$ cat src/rtl/mips_multicycle_ctrl.sv
`default_nettype none
// ============================================================================
// Module   : mips_multicycle_ctrl
// Purpose  : Moore-style main controller for the multicycle MIPS datapath.
//            Sequences the shared ALU (PC+4, branch target, address calc,
//            execute) and drives memory / IR / register-file / PC enables.
// Revision : 1.0 - initial release
// ----------------------------------------------------------------------------
// Parameters:
//   MEM_LAT  extra wait cycles held in FETCH, MEMRD and MEMWR (0..15)
// Optional build macro:
//   BNE_EN   adds bne decode (Op 000101) and the sticky BadOp output
// Ports:
//   clk, rst          clock, asynchronous active-high reset
//   Op, Funct         IR[31:26], IR[5:0]
//   zero              ALU zero flag (branch qualification)
//   PCWrite, IorD, MemWrite, IRWrite, RegDst, MemtoReg, RegWrite,
//   ALUSrcA, ALUSrcB[1:0], ALUctrl[2:0], PCSrc[1:0]   datapath controls
//   state[3:0]        current state code, for debug
//   BadOp             (BNE_EN only) sticky unsupported Op/Funct flag
// ============================================================================
module mips_multicycle_ctrl #(
  parameter int MEM_LAT = 0
) (
  input  logic       clk,
  input  logic       rst,
  input  logic [5:0] Op,
  input  logic [5:0] Funct,
  input  logic       zero,
  output logic       PCWrite,
  output logic       IorD,
  output logic       MemWrite,
  output logic       IRWrite,
  output logic       RegDst,
  output logic       MemtoReg,
  output logic       RegWrite,
  output logic       ALUSrcA,
  output logic [1:0] ALUSrcB,
  output logic [2:0] ALUctrl,
  output logic [1:0] PCSrc,
`ifdef BNE_EN
  output logic       BadOp,
`endif
  output logic [3:0] state
);

  typedef enum logic [3:0] {
    S_RST    = 4'd0,
    S_FETCH  = 4'd1,
    S_DECODE = 4'd2,
    S_MEMADR = 4'd3,
    S_MEMRD  = 4'd4,
    S_MEMWB  = 4'd5,
    S_MEMWR  = 4'd6,
    S_EXEC   = 4'd7,
    S_ALUWB  = 4'd8,
    S_BRANCH = 4'd9,
    S_ADDIEX = 4'd10,
    S_ADDIWB = 4'd11,
    S_JUMP   = 4'd12
  } state_t;

  localparam logic [5:0] C_OP_RTYPE = 6'b000000;
  localparam logic [5:0] C_OP_LW    = 6'b100011;
  localparam logic [5:0] C_OP_SW    = 6'b101011;
  localparam logic [5:0] C_OP_BEQ   = 6'b000100;
  localparam logic [5:0] C_OP_BNE   = 6'b000101;
  localparam logic [5:0] C_OP_ADDI  = 6'b001000;
  localparam logic [5:0] C_OP_J     = 6'b000010;
  localparam logic [3:0] C_LAT      = 4'(MEM_LAT);

  state_t     r_state;
  logic [3:0] r_cnt;

  logic w_last;
  logic w_op_mem;
  logic w_op_branch;
  logic w_op_known;
  logic w_funct_known;

  // Final cycle of a memory-wait state; states without waits never look at it.
  assign w_last   = (r_cnt == C_LAT);
  assign w_op_mem = (Op == C_OP_LW) || (Op == C_OP_SW);
`ifdef BNE_EN
  assign w_op_branch = (Op == C_OP_BEQ) || (Op == C_OP_BNE);
`else
  assign w_op_branch = (Op == C_OP_BEQ);
`endif
  assign w_op_known = w_op_mem || w_op_branch || (Op == C_OP_RTYPE) ||
                      (Op == C_OP_ADDI) || (Op == C_OP_J);
  assign w_funct_known = (Funct == 6'b100000) || (Funct == 6'b100010) ||
                         (Funct == 6'b100100) || (Funct == 6'b100101) ||
                         (Funct == 6'b101010);

`ifdef BNE_EN
  logic r_badop;
  assign BadOp = r_badop;
`endif

  // State register, wait counter and (optionally) the sticky BadOp flag.
  // The counter is cleared on every transition and only advances while a
  // memory-wait state is being held.
  always_ff @(posedge clk or posedge rst) begin
    if (rst) begin
      r_state <= S_RST;
      r_cnt   <= 4'd0;
`ifdef BNE_EN
      r_badop <= 1'b0;
`endif
    end else begin
      r_cnt <= 4'd0;
      case (r_state)
        S_RST:    r_state <= S_FETCH;
        S_FETCH: begin
          if (w_last) r_state <= S_DECODE;
          else        r_cnt   <= r_cnt + 4'd1;
        end
        S_DECODE: begin
          if (w_op_mem)                r_state <= S_MEMADR;
          else if (Op == C_OP_RTYPE)   r_state <= S_EXEC;
          else if (w_op_branch)        r_state <= S_BRANCH;
          else if (Op == C_OP_ADDI)    r_state <= S_ADDIEX;
          else if (Op == C_OP_J)       r_state <= S_JUMP;
          else                         r_state <= S_FETCH;
`ifdef BNE_EN
          if (!w_op_known) r_badop <= 1'b1;
`endif
        end
        // Op is still held by IR, so it selects load vs store here.
        S_MEMADR: r_state <= (Op == C_OP_LW) ? S_MEMRD : S_MEMWR;
        S_MEMRD: begin
          if (w_last) r_state <= S_MEMWB;
          else        r_cnt   <= r_cnt + 4'd1;
        end
        S_MEMWB:  r_state <= S_FETCH;
        S_MEMWR: begin
          if (w_last) r_state <= S_FETCH;
          else        r_cnt   <= r_cnt + 4'd1;
        end
        S_EXEC: begin
          r_state <= S_ALUWB;
`ifdef BNE_EN
          if (!w_funct_known) r_badop <= 1'b1;
`endif
        end
        S_ALUWB:  r_state <= S_FETCH;
        S_BRANCH: r_state <= S_FETCH;
        S_ADDIEX: r_state <= S_ADDIWB;
        S_ADDIWB: r_state <= S_FETCH;
        S_JUMP:   r_state <= S_FETCH;
        default:  r_state <= S_FETCH;  // codes 13-15 recover via FETCH
      endcase
    end
  end

  logic       w_pcwrite;
  logic       w_memwrite;
  logic       w_irwrite;
  logic       w_regwrite;
  logic       w_branch_take;

`ifdef BNE_EN
  assign w_branch_take = (Op == C_OP_BNE) ? ~zero : zero;
`else
  assign w_branch_take = zero;
`endif

  // Moore decode of the current state.
  always_comb begin
    w_pcwrite  = 1'b0;
    w_memwrite = 1'b0;
    w_irwrite  = 1'b0;
    w_regwrite = 1'b0;
    IorD       = 1'b0;
    RegDst     = 1'b0;
    MemtoReg   = 1'b0;
    ALUSrcA    = 1'b0;
    ALUSrcB    = 2'b00;
    ALUctrl    = 3'd0;
    PCSrc      = 2'b00;
    case (r_state)
      S_FETCH: begin
        ALUSrcB   = 2'b01;
        w_irwrite = w_last;
        w_pcwrite = w_last;
      end
      S_DECODE: ALUSrcB = 2'b11;
      S_MEMADR: begin
        ALUSrcA = 1'b1;
        ALUSrcB = 2'b10;
      end
      S_MEMRD:  IorD = 1'b1;
      S_MEMWB: begin
        MemtoReg   = 1'b1;
        w_regwrite = 1'b1;
      end
      S_MEMWR: begin
        IorD       = 1'b1;
        w_memwrite = 1'b1;
      end
      S_EXEC: begin
        ALUSrcA = 1'b1;
        case (Funct)
          6'b100010: ALUctrl = 3'd1;
          6'b100100: ALUctrl = 3'd2;
          6'b100101: ALUctrl = 3'd3;
          6'b101010: ALUctrl = 3'd4;
          default:   ALUctrl = 3'd0;
        endcase
      end
      S_ALUWB: begin
        RegDst     = 1'b1;
        w_regwrite = 1'b1;
      end
      S_BRANCH: begin
        ALUSrcA   = 1'b1;
        ALUctrl   = 3'd1;
        PCSrc     = 2'b01;
        w_pcwrite = w_branch_take;
      end
      S_ADDIEX: begin
        ALUSrcA = 1'b1;
        ALUSrcB = 2'b10;
      end
      S_ADDIWB: w_regwrite = 1'b1;
      S_JUMP: begin
        PCSrc     = 2'b10;
        w_pcwrite = 1'b1;
      end
      default: ;
    endcase
  end

  // Write strobes are also gated by rst so they drop in the same instant
  // reset arrives, independent of the state register's clear-to-output path.
  assign PCWrite  = w_pcwrite  & ~rst;
  assign MemWrite = w_memwrite & ~rst;
  assign IRWrite  = w_irwrite  & ~rst;
  assign RegWrite = w_regwrite & ~rst;
  assign state    = r_state;

endmodule
`default_nettype wire

$ cat config.mk
export PLATFORM = sky130hd
export DESIGN_NAME = mips_multicycle_ctrl
export DESIGN_NICKNAME = d
export VERILOG_FILES = /design/src/rtl/mips_multicycle_ctrl.sv
export SDC_FILE = /design/constraint.sdc
export NUM_CORES = 1
export LEC_CHECK = 0
export ABC_CLOCK_PERIOD_IN_PS = 2400
export CORE_MARGIN = 2
export CORE_UTILIZATION = 40
export CTS_CLUSTER_SIZE = 24
export DETAILED_ROUTE_END_ITERATION = 7
export MAX_ROUTING_LAYER = met4
export PLACE_DENSITY = 0.75
export SYNTH_ARGS = -nofsm -noshare
export SYNTH_HDL_FRONTEND = slang
export SYNTH_SLANG_ARGS = --single-unit
$ cat constraint.sdc
create_clock -name clk -period 2.4 [get_ports clk]
set_clock_uncertainty 0.15 [all_clocks]
set_input_delay 0.72 -clock clk [delete_from_list [all_inputs] [get_ports clk]]
set_output_delay 0.72 -clock clk [all_outputs]
set_load 0.02 [all_outputs]
==> flow_metrics.env, run 1 <==
# physical design summary
export IMPL_status="complete, but fails checks"
export IMPL_failed_checks="setup timing"
export IMPL_ys_warn_count=0
export IMPL_r2r_cells=7
export IMPL_ys_chip_area_sq_um=744
export IMPL_path_delay_family="flip-flops"
export IMPL_period_minus_slack_ns=2.53
export IMPL_power_top_group="combinational logic"
export IMPL_dpl_worst_slack_ns=-0.813
export IMPL_synth_area_sq_um=744
export IMPL_comb_cell_share_pct=41.2
export IMPL_setup_slack_ns=-0.125
export IMPL_cts_post_setup_buffers_inserted=2
export IMPL_antenna_found_initial=0
export IMPL_overflow=0
export IMPL_warnings=30
export IMPL_crit_path_start_kind="flip-flop"
export IMPL_postSynthCellCount=96
export IMPL_comb_area_sq_um=552
export IMPL_flop_area_sq_um=204
export IMPL_nNonClkInverters=5
export IMPL_endpoint_kind="output port"
export IMPL_hold_slack_ns=0.475
export IMPL_hpwl_um=1830
export IMPL_min_delay_worst_endpoint="r_cnt[0]"
export IMPL_postPlaceCellArea_sq_um=1310
export IMPL_grt_util_met1_pct=28.7
export IMPL_rsz0062_at_grt="true"
export IMPL_max_slew_margin_pct=79.6
export IMPL_crit_cells=7
export IMPL_pwr_density_cell_nw_per_um2=792
export IMPL_ys_cells=96
export IMPL_peakVddDrop_v=0.000494
export IMPL_lay_top_cells="buf_4, nor2_1, clkdlybuf4s50_1, clkbuf_2, nand2_1"
export IMPL_largest_cell_class="combinational gates"
export IMPL_wl_met2_um=1290
export IMPL_p_total_mw=1.06
export IMPL_setup_viol=3
export IMPL_r2r_end="state[1]"
export IMPL_dr_wl_met3_um=152
export IMPL_synth_seq_share_pct=26.9
export IMPL_final_util_pct=76.8
export IMPL_critical_path_class="flip-flop to output port"
export IMPL_min_path_cells=3
export IMPL_cts_path_max_buffers=2
export IMPL_synthTopCellsByArea="dfrtp_1, nor2_1, nor3_1, nand3b_1, xor2_1"
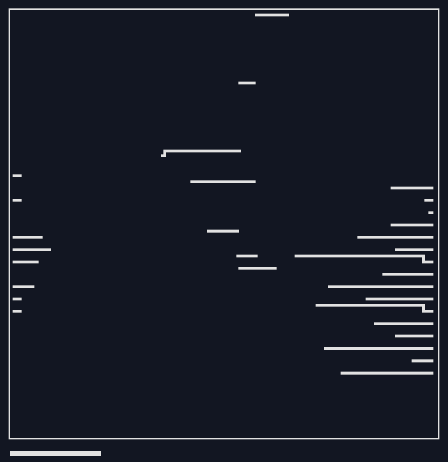
(run_1/met3.png)
Bar = 10 um.
share of all routed wire: 6.2%
nets with wire on the layer: 28
main direction: horizontal
longest straight run: 14.0 um
wire length on this layer: 153 um

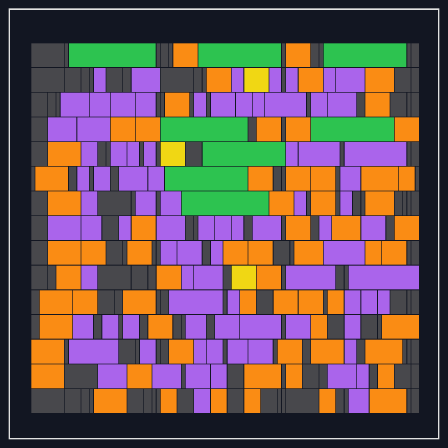
(run_1/cell_classes.png)
Fill, decap, tap and diode cells in grey.
| colour | class | cells | share of their area |
|---|---|---|---|
| green | flip-flops | 8 | 16% |
| orange | other buffers and delay cells | 65 | 39% |
| purple | all other logic | 84 | 44% |
| yellow | cells driving clock nets | 3 | 1.7% |

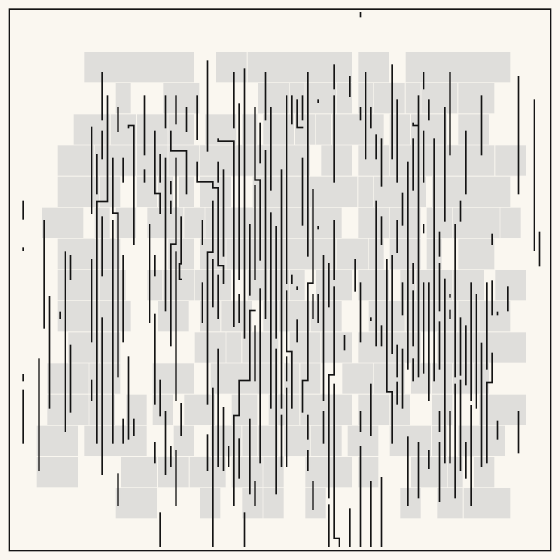
(run_1/met2.png)
wire length on this layer: 1290 um
longest straight run: 24.5 um
share of all routed wire: 53%
WL final: 2460 um
GR Util met2: 45.8%
via count: 955

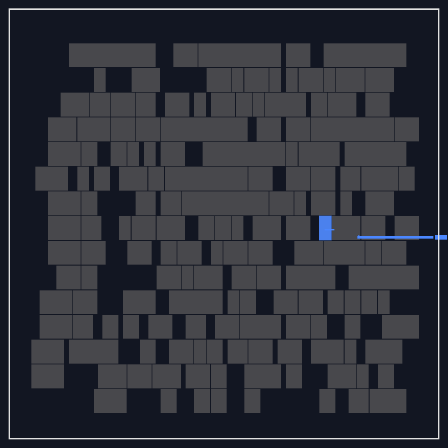
(run_1/port_nets.png)
| colour | port | direction | edge | end cells | buffers | wire |
|---|---|---|---|---|---|---|
| blue | MemtoReg | output | right | 1 | 1 | 9.10 um |
I/O pins: 34
count of buffers from port buffering: 33

## Run 2: what changed since run 1
Settings changed: MAX_ROUTING_LAYER met4 to unset.
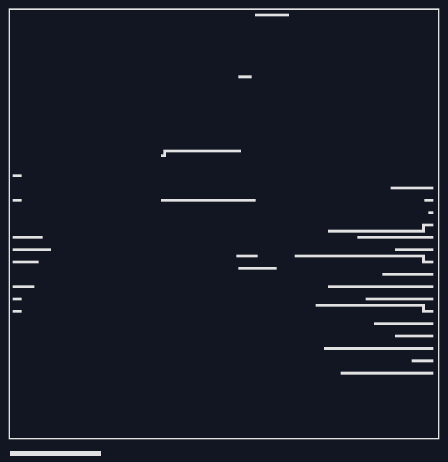
(run_2/met3.png)
Bar = 10 um.
longest straight run: 14.0 um
nets with wire on the layer: 27
wire length on this layer: 160 um
main direction: horizontal
share of all routed wire: 6.5%

==> run 2 against run 1 <==
- the run still ends with setup timing left
- non-clock buffer count unchanged
- register-to-register slack is essentially flat
- total power fell by 0.38%
- clock-buffer cell count is the same
- largest cell class unchanged
- highest routed layer unchanged
==> flow_metrics.env, run 2 <==
# physical design summary
export IMPL_ys_warn_count=0
export IMPL_cts_post_setup_buffers_inserted=2
export IMPL_status="complete, but fails checks"
export IMPL_lay_top_cells="buf_4, nor2_1, clkdlybuf4s50_1, clkbuf_2"
export IMPL_failed_checks="setup timing"
export IMPL_r2r_cells=7
export IMPL_critical_path_class="flip-flop to output port"
export IMPL_power_top_group="combinational logic"
export IMPL_p_total_mw=1.06
export IMPL_final_util_pct=76.4
export IMPL_wl_um=2460
export IMPL_vias=952
export IMPL_endpoint_kind="output port"
export IMPL_ys_cells=96
export IMPL_setup_viol=3
export IMPL_rsz0062_at_grt="true"
export IMPL_path_delay_family="flip-flops"
export IMPL_min_path_cells=3
export IMPL_comb_area_sq_um=552
export IMPL_setup_slack_ns=-0.127
export IMPL_synth_seq_share_pct=26.9
export IMPL_min_delay_worst_endpoint="r_cnt[0]"
export IMPL_comb_cell_share_pct=41.4
export IMPL_nNonClkInverters=5
export IMPL_hold_slack_ns=0.477
export IMPL_dr_wl_met3_um=159
export IMPL_synth_area_sq_um=744
export IMPL_wl_met2_um=1280
export IMPL_synthTopCellsByArea="dfrtp_1, nor2_1, nor3_1, nand3b_1, xor2_1"
export IMPL_largest_cell_class="combinational gates"
export IMPL_peakVddDrop_v=0.000492
export IMPL_hpwl_um=1830
export IMPL_tns_ns=-0.170
export IMPL_dpl_worst_slack_ns=-0.813
export IMPL_period_minus_slack_ns=2.53
export IMPL_boundaryPins=34
export IMPL_r2r_end="state[1]"
export IMPL_pwr_density_cell_nw_per_um2=792
export IMPL_crit_cells=7
export IMPL_port_buffers=33
export IMPL_antenna_found_initial=0
export IMPL_grt_met2_usage_pct=46.0
export IMPL_overflow=0
export IMPL_warnings=30
export IMPL_flop_area_sq_um=203
export IMPL_max_slew_margin_pct=79.6
## Run 3: what changed since run 2
Settings changed: HOLD_SLACK_MARGIN set to 0.1, MAX_ROUTING_LAYER set to met4, PLACE_DENSITY 0.75 to 0.78.
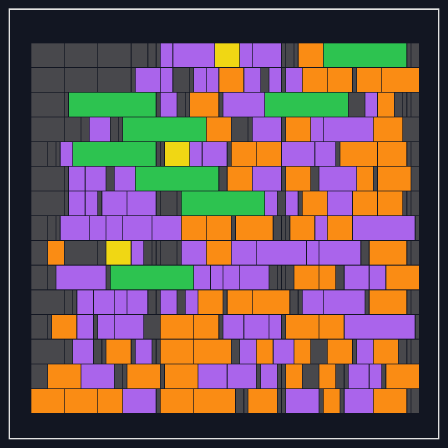
(run_3/cell_classes.png)
Fill, decap, tap and diode cells in grey.
| colour | class | cells | share of their area |
|---|---|---|---|
| purple | all other logic | 84 | 44% |
| orange | other buffers and delay cells | 63 | 39% |
| green | flip-flops | 8 | 15% |
| yellow | cells driving clock nets | 3 | 1.7% |

==> run 3 against run 2 <==
- the flow still finishes with violations (setup timing)
- hold slack worse by 0.082 ns
- critical path depth stayed put
- die size stayed put
- non-clock buffer count is 2 lower
- global-route usage is 0.59 points lower
- combinational power is 7.3% higher
- clock-buffer cell count stayed put
==> flow_metrics.env, run 3 <==
# physical design summary
export IMPL_setup_slack_ns=-0.174
export IMPL_largest_cell_class="combinational gates"
export IMPL_min_delay_worst_endpoint="r_cnt[0]"
export IMPL_cts_post_setup_buffers_inserted=2
export IMPL_overflow=0
export IMPL_rsz0062_at_grt="true"
export IMPL_nNonClkInverters=5
export IMPL_ys_cells=96
export IMPL_path_delay_family="flip-flops"
export IMPL_status="complete, but fails checks"
export IMPL_crit_cells=7
export IMPL_flop_area_sq_um=201
export IMPL_final_util_pct=78.1
export IMPL_r2r_cells=8
export IMPL_max_slew_margin_pct=74.8
export IMPL_setup_viol=4
export IMPL_failed_checks="setup timing"
export IMPL_grt_met2_usage_pct=41.1
export IMPL_vias=973
export IMPL_wl_um=2730
Power figures rest on the tool's default switching activity, not on a simulated workload.
